layers.png
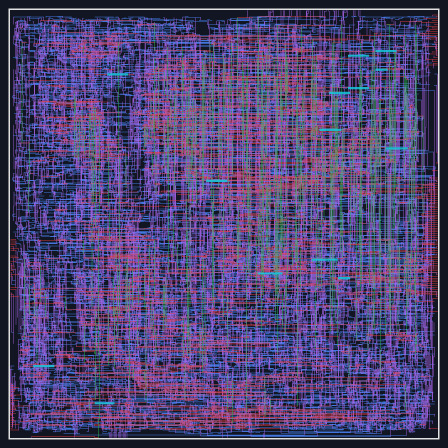
ff_map.png
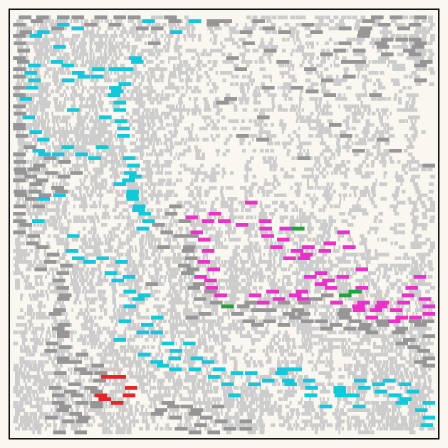
gates.png
Scale bar: 100 um.
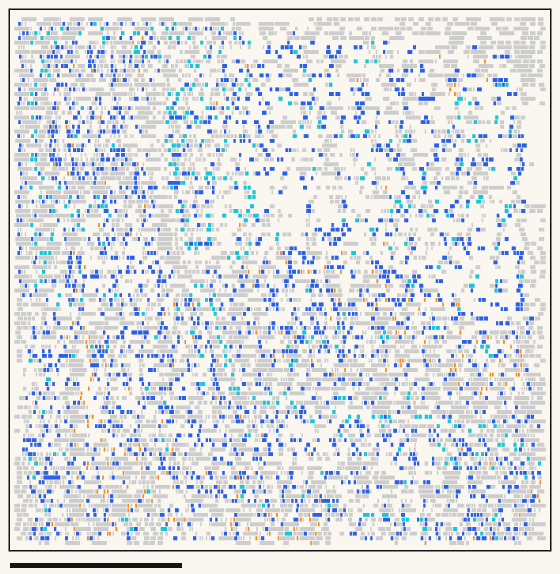
$ cat src/rtl/riscv_mdu_pkg.sv
// riscv_mdu_pkg: op encodings, FSM states and the conditional
// negate helper shared by the multiply/divide unit.
package riscv_mdu_pkg;

    localparam int MAXW = 128;

    localparam logic [3:0] OP_MUL    = 4'b0000;
    localparam logic [3:0] OP_MULH   = 4'b0001;
    localparam logic [3:0] OP_MULHSU = 4'b0010;
    localparam logic [3:0] OP_MULHU  = 4'b0011;
    localparam logic [3:0] OP_DIV    = 4'b0100;
    localparam logic [3:0] OP_DIVU   = 4'b0101;
    localparam logic [3:0] OP_REM    = 4'b0110;
    localparam logic [3:0] OP_REMU   = 4'b0111;
    localparam logic [3:0] OP_MULW   = 4'b1000;
    localparam logic [3:0] OP_DIVW   = 4'b1100;
    localparam logic [3:0] OP_DIVUW  = 4'b1101;
    localparam logic [3:0] OP_REMW   = 4'b1110;
    localparam logic [3:0] OP_REMUW  = 4'b1111;

    typedef enum logic [1:0] {
        IDLE,
        CALC,
        FIXUP,
        DONE
    } state_t;

    // Width-generic: callers zero-extend into MAXW and keep the low bits.
    function automatic logic [MAXW-1:0] cond_neg(
        input logic [MAXW-1:0] v,
        input logic            neg
    );
        return neg ? (~v + MAXW'(1)) : v;
    endfunction

endpackage

$ cat src/rtl/riscv_mdu_sign_fix.sv
// riscv_mdu_sign_fix: sign restore, result field select and
// word sign-extension for the final and fast-path results.
module riscv_mdu_sign_fix
    import riscv_mdu_pkg::*;
#(
    parameter int XLEN     = 64,
    parameter int WORD_OPS = 1
) (
    input  logic [3:0]        op,
    input  logic [2*XLEN-1:0] prod,
    input  logic [XLEN-1:0]   quo,
    input  logic [XLEN-1:0]   rem,
    input  logic              neg_p,
    input  logic              neg_q,
    input  logic              neg_r,
    output logic [XLEN-1:0]   result
);

    logic [MAXW-1:0]   p_full;
    logic [MAXW-1:0]   q_full;
    logic [MAXW-1:0]   r_full;
    logic [2*XLEN-1:0] p_fix;
    logic [XLEN-1:0]   q_fix;
    logic [XLEN-1:0]   r_fix;
    logic [XLEN-1:0]   sel;
    logic              is_mul_lo;
    logic              is_mul_hi;
    logic              is_quo;
    logic              is_rem;

    assign p_full = cond_neg(MAXW'(prod), neg_p);
    assign q_full = cond_neg(MAXW'(quo), neg_q);
    assign r_full = cond_neg(MAXW'(rem), neg_r);

    assign p_fix = p_full[2*XLEN-1:0];
    assign q_fix = q_full[XLEN-1:0];
    assign r_fix = r_full[XLEN-1:0];

    assign is_mul_lo = (op[2:0] == OP_MUL[2:0]);
    assign is_mul_hi = !op[2] && !is_mul_lo;
    assign is_quo    = op[2] && !op[1];
    assign is_rem    = op[2] && op[1];

    always_comb begin
        sel = '0;
        unique case (1'b1)
            is_mul_lo: sel = p_fix[XLEN-1:0];
            is_mul_hi: sel = p_fix[2*XLEN-1:XLEN];
            is_quo:    sel = q_fix;
            is_rem:    sel = r_fix;
            default:   sel = '0;
        endcase
    end

    generate
        if (XLEN > 32 && WORD_OPS != 0) begin : g_word
            logic [XLEN-1:0] sel_sx;
            assign sel_sx = {{(XLEN-32){sel[31]}}, sel[31:0]};
            assign result = op[3] ? sel_sx : sel;
        end else begin : g_noword
            assign result = sel;
        end
    endgenerate

endmodule

$ cat src/rtl/riscv_mdu.sv
// riscv_mdu: iterative radix-2 RV64M/RV32M multiply/divide unit
// with a single-cycle path for divide special cases.
module riscv_mdu
    import riscv_mdu_pkg::*;
#(
    parameter int XLEN     = 64,
    parameter int WORD_OPS = 1
) (
    input  logic            i_riscv_mdu_clk,
    input  logic            i_riscv_mdu_rst_n,
    input  logic            i_riscv_mdu_start,
    input  logic [3:0]      i_riscv_mdu_ctrl,
    input  logic [XLEN-1:0] i_riscv_mdu_rs1data,
    input  logic [XLEN-1:0] i_riscv_mdu_rs2data,
    input  logic            i_riscv_mdu_kill,
    output logic            o_riscv_mdu_ready,
    output logic            o_riscv_mdu_busy,
    output logic            o_riscv_mdu_valid,
    output logic [XLEN-1:0] o_riscv_mdu_result
);

    localparam int CW = $clog2(XLEN) + 1;
    localparam logic [XLEN-1:0] MIN_X = {1'b1, {(XLEN-1){1'b0}}};

    state_t            state_q;
    state_t            state_d;
    logic [3:0]        op_q;
    logic              sa_q;
    logic              sb_q;
    logic [XLEN-1:0]   a_q;
    logic [XLEN-1:0]   b_q;
    logic [XLEN-1:0]   result_q;
    logic [2*XLEN-1:0] acc_q;
    logic [2*XLEN-1:0] mc_q;
    logic [CW-1:0]     cnt_q;

    logic              word;
    logic [2:0]        f3;
    logic              is_div;
    logic              sgn_a;
    logic              sgn_b;
    logic              illegal;
    logic              b_zero;
    logic              ovf;
    logic              fast;
    logic              accept;
    logic              sa_in;
    logic              sb_in;
    logic [XLEN-1:0]   a_sx;
    logic [XLEN-1:0]   a_zx;
    logic [XLEN-1:0]   b_sx;
    logic [XLEN-1:0]   b_zx;
    logic [XLEN-1:0]   a_w;
    logic [XLEN-1:0]   b_w;
    logic [XLEN-1:0]   a_mag;
    logic [XLEN-1:0]   b_mag;
    logic [CW-1:0]     iter;

    assign word   = i_riscv_mdu_ctrl[3];
    assign f3     = i_riscv_mdu_ctrl[2:0];
    assign is_div = f3[2];
    assign sgn_a  = !(f3 == 3'b011 || f3 == 3'b101 || f3 == 3'b111);
    assign sgn_b  = sgn_a && (f3 != 3'b010);
    assign illegal = word && ((WORD_OPS == 0) || (!f3[2] && f3 != 3'b000));

    generate
        if (XLEN > 32) begin : g_ext
            assign a_sx = {{(XLEN-32){i_riscv_mdu_rs1data[31]}}, i_riscv_mdu_rs1data[31:0]};
            assign a_zx = {{(XLEN-32){1'b0}}, i_riscv_mdu_rs1data[31:0]};
            assign b_sx = {{(XLEN-32){i_riscv_mdu_rs2data[31]}}, i_riscv_mdu_rs2data[31:0]};
            assign b_zx = {{(XLEN-32){1'b0}}, i_riscv_mdu_rs2data[31:0]};
        end else begin : g_noext
            assign a_sx = i_riscv_mdu_rs1data;
            assign a_zx = i_riscv_mdu_rs1data;
            assign b_sx = i_riscv_mdu_rs2data;
            assign b_zx = i_riscv_mdu_rs2data;
        end
    endgenerate

    assign a_w   = word ? (sgn_a ? a_sx : a_zx) : i_riscv_mdu_rs1data;
    assign b_w   = word ? (sgn_b ? b_sx : b_zx) : i_riscv_mdu_rs2data;
    assign sa_in = sgn_a && a_w[XLEN-1];
    assign sb_in = sgn_b && b_w[XLEN-1];
    assign a_mag = sa_in ? (~a_w + 1'b1) : a_w;
    assign b_mag = sb_in ? (~b_w + 1'b1) : b_w;
    assign iter  = word ? CW'(32) : CW'(XLEN);

    assign b_zero = word ? (i_riscv_mdu_rs2data[31:0] == 32'd0)
                         : (i_riscv_mdu_rs2data == '0);
    assign ovf = is_div && !f3[0] &&
                 (word ? (i_riscv_mdu_rs1data[31:0] == 32'h8000_0000 &&
                          i_riscv_mdu_rs2data[31:0] == 32'hFFFF_FFFF)
                       : (i_riscv_mdu_rs1data == MIN_X &&
                          i_riscv_mdu_rs2data == {XLEN{1'b1}}));
    assign fast   = illegal || (is_div && (b_zero || ovf));
    assign accept = (state_q == IDLE) && i_riscv_mdu_start && !i_riscv_mdu_kill;

    // one radix-2 step; the dividend MSB sits at bit 31 for word ops
    logic              msb;
    logic [XLEN:0]     r_sh;
    logic [XLEN:0]     diff;
    logic              ge;
    logic [2*XLEN-1:0] prod_nx;

    assign msb     = op_q[3] ? a_q[31] : a_q[XLEN-1];
    assign r_sh    = {acc_q[XLEN-1:0], msb};
    assign diff    = r_sh - {1'b0, b_q};
    assign ge      = !diff[XLEN];
    assign prod_nx = acc_q + (b_q[0] ? mc_q : '0);

    logic [3:0]        fx_op;
    logic [2*XLEN-1:0] fx_prod;
    logic [XLEN-1:0]   fx_quo;
    logic [XLEN-1:0]   fx_rem;
    logic              fx_np;
    logic              fx_nq;
    logic              fx_nr;
    logic [XLEN-1:0]   fix_res;

    // IDLE feeds the fast-path values, otherwise the iteration result
    always_comb begin
        fx_op   = op_q;
        fx_prod = acc_q;
        fx_quo  = a_q;
        fx_rem  = acc_q[XLEN-1:0];
        fx_np   = sa_q ^ sb_q;
        fx_nq   = sa_q ^ sb_q;
        fx_nr   = sa_q;
        if (state_q == IDLE) begin
            fx_op   = i_riscv_mdu_ctrl;
            fx_prod = '0;
            fx_quo  = illegal ? '0 : (b_zero ? '1 : i_riscv_mdu_rs1data);
            fx_rem  = (!illegal && b_zero) ? i_riscv_mdu_rs1data : '0;
            fx_np   = 1'b0;
            fx_nq   = 1'b0;
            fx_nr   = 1'b0;
        end
    end

    riscv_mdu_sign_fix #(
        .XLEN     (XLEN),
        .WORD_OPS (WORD_OPS)
    ) u_sign_fix (
        .op     (fx_op),
        .prod   (fx_prod),
        .quo    (fx_quo),
        .rem    (fx_rem),
        .neg_p  (fx_np),
        .neg_q  (fx_nq),
        .neg_r  (fx_nr),
        .result (fix_res)
    );

    always_ff @(posedge i_riscv_mdu_clk or negedge i_riscv_mdu_rst_n) begin
        if (!i_riscv_mdu_rst_n) begin
            state_q <= IDLE;
        end else begin
            state_q <= state_d;
        end
    end

    always_comb begin
        state_d = state_q;
        if (i_riscv_mdu_kill) begin
            state_d = IDLE;
        end else begin
            unique case (state_q)
                IDLE:  if (i_riscv_mdu_start) state_d = fast ? DONE : CALC;
                CALC:  if (cnt_q == CW'(1)) state_d = FIXUP;
                FIXUP: state_d = DONE;
                DONE:  state_d = IDLE;
                default: state_d = IDLE;
            endcase
        end
    end

    always_ff @(posedge i_riscv_mdu_clk or negedge i_riscv_mdu_rst_n) begin
        if (!i_riscv_mdu_rst_n) begin
            op_q     <= '0;
            sa_q     <= 1'b0;
            sb_q     <= 1'b0;
            a_q      <= '0;
            b_q      <= '0;
            acc_q    <= '0;
            mc_q     <= '0;
            cnt_q    <= '0;
            result_q <= '0;
        end else if (accept) begin
            op_q  <= i_riscv_mdu_ctrl;
            sa_q  <= sa_in;
            sb_q  <= sb_in;
            a_q   <= a_mag;
            b_q   <= b_mag;
            acc_q <= '0;
            mc_q  <= {{XLEN{1'b0}}, a_mag};
            cnt_q <= iter;
            if (fast) result_q <= fix_res;
        end else if (!i_riscv_mdu_kill && state_q == CALC) begin
            cnt_q <= cnt_q - 1'b1;
            if (op_q[2]) begin
                acc_q <= {{XLEN{1'b0}}, (ge ? diff[XLEN-1:0] : r_sh[XLEN-1:0])};
                a_q   <= {a_q[XLEN-2:0], ge};
            end else begin
                acc_q <= prod_nx;
                mc_q  <= mc_q << 1;
                b_q   <= b_q >> 1;
            end
        end else if (!i_riscv_mdu_kill && state_q == FIXUP) begin
            result_q <= fix_res;
        end
    end

    assign o_riscv_mdu_ready  = (state_q == IDLE);
    assign o_riscv_mdu_busy   = (state_q == CALC) || (state_q == FIXUP);
    assign o_riscv_mdu_valid  = (state_q == DONE);
    assign o_riscv_mdu_result = result_q;

endmodule

$ cat config.mk
export PLATFORM = sky130hd
export DESIGN_NAME = riscv_mdu
export DESIGN_NICKNAME = d
export VERILOG_FILES = /design/src/rtl/riscv_mdu_pkg.sv /design/src/rtl/riscv_mdu_sign_fix.sv /design/src/rtl/riscv_mdu.sv
export SDC_FILE = /design/constraint.sdc
export NUM_CORES = 2
export LEC_CHECK = 0
export CORE_MARGIN = 2
export CORE_UTILIZATION = 50
export DETAILED_ROUTE_END_ITERATION = 6
export PLACE_DENSITY = 0.68
export SYNTH_ARGS = -nofsm -noshare
export SYNTH_HDL_FRONTEND = slang
export SYNTH_HIERARCHICAL = 1
export SYNTH_SLANG_ARGS = --single-unit
$ cat constraint.sdc
create_clock -name i_riscv_mdu_clk -period 11.7 [get_ports i_riscv_mdu_clk]
set_clock_uncertainty 0.2 [all_clocks]
set_input_delay 2.925 -clock i_riscv_mdu_clk [delete_from_list [all_inputs] [get_ports i_riscv_mdu_clk]]
set_output_delay 2.925 -clock i_riscv_mdu_clk [all_outputs]
set_load 0.05 [all_outputs]
==> results.txt <==
Implementation status.

- The library cell with the highest instance count after synthesis is nand2_1.
- In this run the worst hold path is classified as reg2reg.
- The worst setup path category is in2reg.
- The clock root buffer master is clkbuf_16.
- Registers take about 12000 um2.
- The final period utilization is ~77%.
- The flow ran to the end, and the final reports show no timing, DRC or antenna violations.
- The final layout contains 6855 nets.
- The sequential cell count is approximately 460.
- The synthesized instance count is roughly 6600.
- The clock network accounts for between 10% and 20% of the total power.
- The layout report gives the multi-input gate share of total cell area as between 60% and 70%.
- Looking at the power breakdown, sequential logic takes between 15 and 20% of the total.
- The number of tapcells is around 1300.
- After detailed routing, the met2 layer carries 90.3 mm of wire.
- The number of H-tree levels is 2.
- OpenROAD emitted warnings numbering ~53.
- The highest layer used for signal routing is met5.
- The max-slew check reports its worst relative slack as 9.94%.
- The internal power is between 6 and 7 mW.
- Setup repair after global routing left no endpoint under its margin.
- The slack of the worst reg-to-reg path is ~4800 ps.
- Among all stages on the critical path, the maximum delay recorded is around 850 ps.
- In the final layout, the registers with the most flip-flops are acc_q (128), mc_q (128).
- As logged by OpenROAD, the buffers inserted on ports number slightly above 200.
- After layout the signal buffers, clock cells excluded, come to 5.54% of cell area.
- The tool flagged a number of max-cap violations equal to 0.
- Per the area breakdown, the dominant cell category is logic gates.
- The horizontal die size is around 310 um.
- The slowest stage cell on the critical path is nand4_1.
- Once layout is complete, the cells apart from fillers number between 7000 and 8000.
- The combinational share of power is a little over 70%.
- As reported, the later end of the worst-skew pair has a clock insertion delay of 690 ps.
- The dominant power group is combinational cells.
- After Yosys synthesis, AND-OR and OR-AND compound gates account for around 28% of the synthesized area.
- The register share after synthesis is about a quarter.
- TritonRoute reported its final design rule violation total as 0.
- The number of clock buffers in the layout is between 70 and 80.
- The routing usage on met1 is 58.6%.
- The total clock buffers created by CTS is ~56.
- In the final layout, the multi-input gates occupy 34100 um2.
- In this run the mean area of a mapped cell was around 7.3 um2.
- Along the worst path, the maximum fanout reaches 65.
- The post-layout utilization of the core is 55.7%.
- The report puts the cell count of the worst reg-to-reg path at 14.
- The buffer count excluding the clock tree in the final layout is 314.
- The post-DP HPWL is ~170 mm.
- According to the floorplan report, the placeable core area is between 90000 and 100000 um2.
- The number of warning messages in the yosys log is 6.
- The Yosys chip area is roughly 48000 um2.
- The startpoint type of the worst setup path is an input pin.
- The number of slew-limit violations in the final report is 0.
- The DRC violation total after the first TritonRoute iteration is 7545.
- Entering global routing, the biggest net connects around 240 pins.
- The synthesized-area fraction occupied by xor and xnor cells is 8.54%.
- Summed over all cells, the static leakage comes to 22.2 nW.
- For this run, asynchronously set or reset flops after synthesis account for 100%.
- The maximum frequency from static timing analysis is roughly 110 MHz.
- The report lists the number of cells resized after CTS as 0.
- In the per-layer summary, the met1 wirelength comes to approximately 89 mm.
- The report lists the number of standard-cell rows as around 110.
- The overall die size recorded for this design is about 99000 um2.
- The number of antenna violations at the first check in global routing is 19.
- The length of routed met3 wiring is roughly 28 mm.
- The fraction of synthesized cell area taken by the top area cell type is approximately a quarter.
- The end of the worst register-to-register path is acc_q[127]$_DFFE_PN0P_.
- The global routing stage identified its most utilized layer as met2.
- Non-clock inverters in the final layout number approximately 220.
- The final cell area excluding filler cells is roughly 53000 um2.
- The floorplan report gives the top-level pin count as 203.
- The global-route usage over all layers is a little over two fifths.
- The multi-input logic cell count is 5461.
- Dividing total power by cell area gives a power density of between 300 and 400 nW/um2.
- The proportion of cell area spent on the clock network is 3.79%.
- The top cell types in the final layout, fill and taps aside, are nand2_1 (968), a21oi_1 (539), nor2_1 (475), dfrtp_1 (461), o21ai_0 (437).
- The critical path goes through clkdlybuf4s50_1, inv_1, ha_1, and3_1, and2_1, nand2_1, a21oi_4, buf_4, o211ai_1, o21ai_0, or4_1, nor3_2, nand4_1, o41ai_1, xnor2_1, a221oi_1, a31oi_1, mux2_2.
- The smallest hold slack is ~280 ps.
- Timing analysis after detailed placement gives a worst setup slack of 2350 ps.
- The final timing report counts setup violations totalling 0.
- The final critical delay including setup and external delays is between 9000 and 10000 ps.
- The met2 usage in global routing is between 60 and 70%.
- The report gives the cell count of the worst hold path as 2.
About layers.png:
legend:
  M3:
    colour: red
    wire_length: 28.5 mm
  M2:
    colour: purple
    wire_length: 90.3 mm
  M5:
    colour: cyan
    wire_length: 188 um
  M4:
    colour: green
    wire_length: 15100 um
  M1:
    colour: blue
    wire_length: 89.4 mm

About ff_map.png:
legend:
  acc_q:
    colour: cyan
    sequential_cells: 128
    where: all over the die
  cnt_q:
    colour: red
    sequential_cells: 7
    where: lower left
  a_q:
    colour: magenta
    sequential_cells: 64
  op_q:
    colour: green
    sequential_cells: 4
power in sequential cells: 2.82 mW
share of the final layout cell area in sequential cells: 21.9%

About gates.png:
legend:
  inv cells:
    colour: orange
    cells: 217
    where: all over the die
  aoi and oai cells:
    colour: blue
    cells: 1795
    where: all over the die
  and/or cells:
    colour: cyan
    cells: 388
    where: all over the die

==> how the worst max path moves through the flow <==
stage	from	to	cells after the start	slack [ps]
detailed placement	i_riscv_mdu_rs2data[0]	o_riscv_mdu_result[51]$_DFFE_PN0P_	18	2350
CTS	i_riscv_mdu_rs2data[0]	o_riscv_mdu_result[51]$_DFFE_PN0P_	18	3020
finish	i_riscv_mdu_rs2data[0]	o_riscv_mdu_result[51]$_DFFE_PN0P_	18	2680
global placement	i_riscv_mdu_rs2data[0]	o_riscv_mdu_result[51]$_DFFE_PN0P_	18	2270
floorplan	i_riscv_mdu_rs2data[0]	o_riscv_mdu_result[20]$_DFFE_PN0P_	19	4090
global route	i_riscv_mdu_rs2data[0]	o_riscv_mdu_result[51]$_DFFE_PN0P_	18	2480
No activity file was given, so power comes from the tool's default toggle rates.
